==> config.mk <==
export PLATFORM = sky130hd
export DESIGN_NAME = demux32_collect
export DESIGN_NICKNAME = d
export VERILOG_FILES = /design/src/rtl/demux_pkg.sv /design/src/rtl/dec5to32.sv /design/src/rtl/demux32_collect.sv
export SDC_FILE = /design/constraint.sdc
export NUM_CORES = 1
export LEC_CHECK = 0
export ABC_CLOCK_PERIOD_IN_PS = 4300
export CAP_MARGIN = 30
export CORE_MARGIN = 4
export CORE_UTILIZATION = 45
export CTS_CLUSTER_SIZE = 40
export DETAILED_ROUTE_END_ITERATION = 10
export PLACE_DENSITY = 0.73
export SYNTH_ARGS = -nofsm -noshare
export SYNTH_HDL_FRONTEND = slang
export SYNTH_HIERARCHICAL = 1
export SYNTH_SLANG_ARGS = --single-unit
==> constraint.sdc <==
create_clock -name clk -period 4.3 [get_ports clk]
set_input_delay 0.645 -clock clk [delete_from_list [all_inputs] [get_ports clk]]
set_output_delay 0.645 -clock clk [all_outputs]
set_load 0.05 [all_outputs]
Fig. 1: run 1, routed metal, one color a layer
(4 px per µm) Only two layers are drawn.
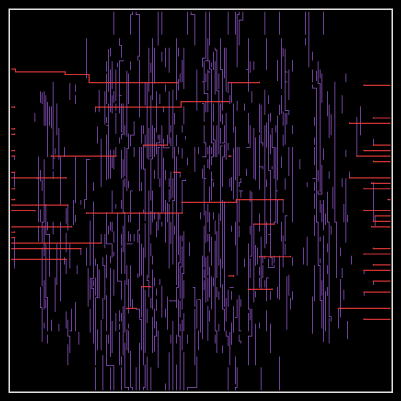
[red] M3 | wire length: 428 µm
[purple] M2 | wire length: 4030 µm
via count: 3038
total wire length after detailed routing: 8308 µm
total track usage: 19.37%
mean routed wirelength per cell: 13.92 µm

Fig. 2: run 1, wiring heat map
(3 px per µm) 19 x 19 tiles, from dark purple (low) to yellow (high), scaled to the fullest tile. Values are wire area over tile area, all layers added.
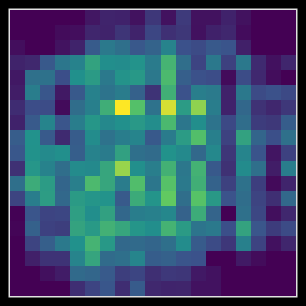
tiles over half the peak: 16%
mean over tiles: 0.14
nearly empty tiles: 13%
fullest tile: 0.50
densest ninth of the die: center

Fig. 3: run 1, layout detail
Region (33, 33) to (63, 63) µm. Cells in gray, sequential cells in the stronger gray; small squares are vias.
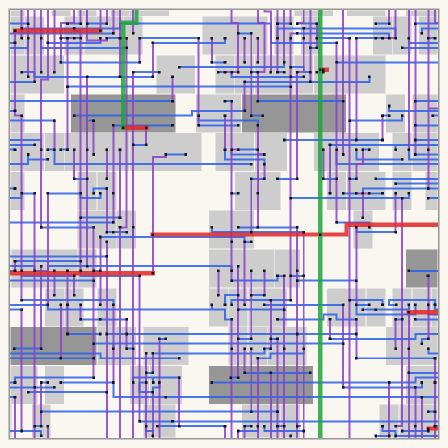
[green] M4
[blue] M1
[red] M3
[purple] M2
cells with their middle in the window: 76
most frequent: nor2_1 (25), o21a_1 (13), nand2_1 (13)
sequential cells in the window: 4

Fig. 4: run 1, selected gate families
(4 px per µm)
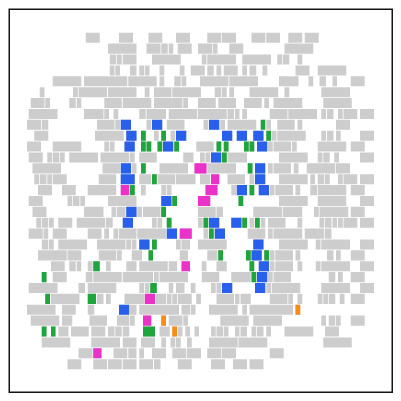
[magenta] and/or cells | cells: 10 | where: center
[blue] non-inverting ao/oa cells | cells: 33 | where: center
[orange] inv cells | cells: 3
[green] nor cells | cells: 41
Comb/total area: 40.73%
most instantiated logic cell after routing: nand2_1
final cell count without fillers: 597

==> results_slide.txt <==
Flow Results at a Glance

Final layout
  – Fillcell total: 668
  – Signal inverters: 3
  – Share of cells above drive strength 1: 12.25%
  – Synthesis-to-finish area growth: 29.37%
  – Comb area: 1809 µm²
  – Final non-clock buffer share: 18.82%
  – #MultiIn Comb: 322

Setup path
  – Worst path slowest cell: clkdlybuf4s50_1
  – R2r setup slk: 1770 ps
  – Critical-path cell list: nand2b_1 -> inv_2 -> clkdlybuf4s50_1
  – R2R depth: 4
  – Family with the most delay on the worst path: buffers and inverters

Detailed routing
  – Routed Antenna Nets: 0
  – Vias per cell: 5.089
  – DR DRC count: 0

Job
  – OpenROAD warnings: 26

Timing
  – Final Critical Period: 2608 ps
  – Worst-Margin Slew: 768.4 ps
  – Pins Over Slew Limit: 0
  – Slew HR: 48.77%
  – Final worst slack: 1692 ps
  – Period utilisation layout: 60.66%
  – Final hold vios: 0

CTS
  – Post_cts resized: 0
  – CTS tree: built
  – Num CTS Buffers: 9

Placed design
  – Place WS: 1373 ps
  – Placed Cells incl. Taps: 581
  – Area after DPL: 4222 µm²
  – Detailed placer's ending HPWL: 5648 µm

Worst hold path
  – HP Class: flop to flop

Synth
  – Synth Area in Simple Gates: 26.02%
  – Ys Warns: 6
  – Synthesized area: 3433 µm²
  – Synth Seq Share: 41.98%
  – Top logic family: simple AND/OR/NAND/NOR gates
  – Yosys adder share: 0.7289%

Status
  – Outcome: finished clean

Global routing
  – Vias in the first global route: 2913
  – Grt ovf: 0

Power
  – Switching Share: 24.79%
  – Clk pwr share: 42.3%
  – Internal: 1.053 mW

Floorplan
  – Vert. Die Dim: 95.35 µm
  – Tapcells: 99
-- run 1: cell usage after synthesis --
| master | count | share of area [%] |
|---|---|---|
| nand4_4 | 1 | 0.62 |
| inv_2 | 1 | 0.11 |
| a211oi_1 | 1 | 0.22 |
| dfxtp_1 | 72 | 42 |
| or2_2 | 1 | 0.18 |
| buf_2 | 5 | 0.73 |
| clkbuf_1 | 19 | 2.1 |
| a22oi_1 | 2 | 0.44 |
| and2_1 | 1 | 0.18 |
| nand2_2 | 2 | 0.36 |
| a21o_1 | 1 | 0.22 |
| mux2i_1 | 1 | 0.29 |
| nor3_1 | 2 | 0.29 |
| o21ai_0 | 3 | 0.44 |
| o32ai_4 | 1 | 0.80 |
| nor2b_1 | 1 | 0.18 |
| nor2_1 | 37 | 4.0 |
| nand2b_1 | 4 | 0.73 |
| and3_1 | 2 | 0.36 |
| and2_2 | 1 | 0.22 |
| buf_6 | 6 | 2.0 |
| a21oi_1 | 35 | 5.1 |
| buf_4 | 1 | 0.22 |
| inv_1 | 2 | 0.22 |
| nand2_1 | 148 | 16 |
| o22ai_1 | 1 | 0.18 |
| or3_1 | 1 | 0.18 |
| nor2b_2 | 1 | 0.26 |
| nand3b_1 | 3 | 0.66 |
| o22ai_2 | 30 | 11 |
| ha_1 | 2 | 0.73 |
| or3b_1 | 3 | 0.77 |
| o21a_1 | 31 | 6.8 |
| nand4b_1 | 1 | 0.26 |
| o21ai_2 | 1 | 0.26 |
| and2b_2 | 1 | 0.26 |
| nand3_1 | 2 | 0.29 |
| a32o_1 | 1 | 0.29 |
-- run 1: worst min-delay path, stage by stage (launching register included) --
cell and delay [ps]:
dfxtp_1 310, nand2_1 50, a21oi_1 50
-- run 1: layer usage --
layer | track usage (%) | share of wire [%] | wire length, µm
met4 | 4.327 | 0.85 | 71
met1 | 24.37 | 45 | 3775
met3 | 7.024 | 5.2 | 428
met5 | 0 | 0 | 0
met2 | 31.72 | 49 | 4033
-- run 1: per-stage QoR --
step	util (%)	total power, mW
global placement	57.59	0.8207
global route	60.59	1.457
CTS	60.59	1.413
floorplan	-	0.7953
finish	60.59	1.400
detailed placement	57.59	0.8224
-- run 1: placed cells by master (no fill, tap or decap), drive strengths merged, types with 3 or more instances in the layout --
cell type	synthesis	final
clkinv	0	3
nor2	37	37
o22ai	31	31
clkdlybuf4s50	0	80
dfxtp	72	72
clkbuf	19	10
nand3b	3	3
a21oi	35	35
inv	3	3
nand2	150	150
nand2b	4	4
buf	12	5
o21ai	4	4
o21a	31	31
or3b	3	3
-- run 1: power by group through the flow --
stage / Sequential, mW / Combinational (mW) / Clock [mW]
3_5_place_dp: 0.688 / 0.134 / 0
2_1_floorplan: 0.696 / 0.0996 / 0
5_1_grt: 0.673 / 0.147 / 0.638
6_report: 0.673 / 0.135 / 0.592
4_1_cts: 0.673 / 0.135 / 0.606
3_3_place_gp: 0.688 / 0.133 / 0
-- run 1: logic make-up after synthesis --
group | after synthesis
and+or+nand+nor | 212
adders and majority gates | 2
buffers and inverters | 34
muxes | 1
DFF | 72
AOI/OAI and AO/OA | 107
Power and IR drop assume default switching activity.
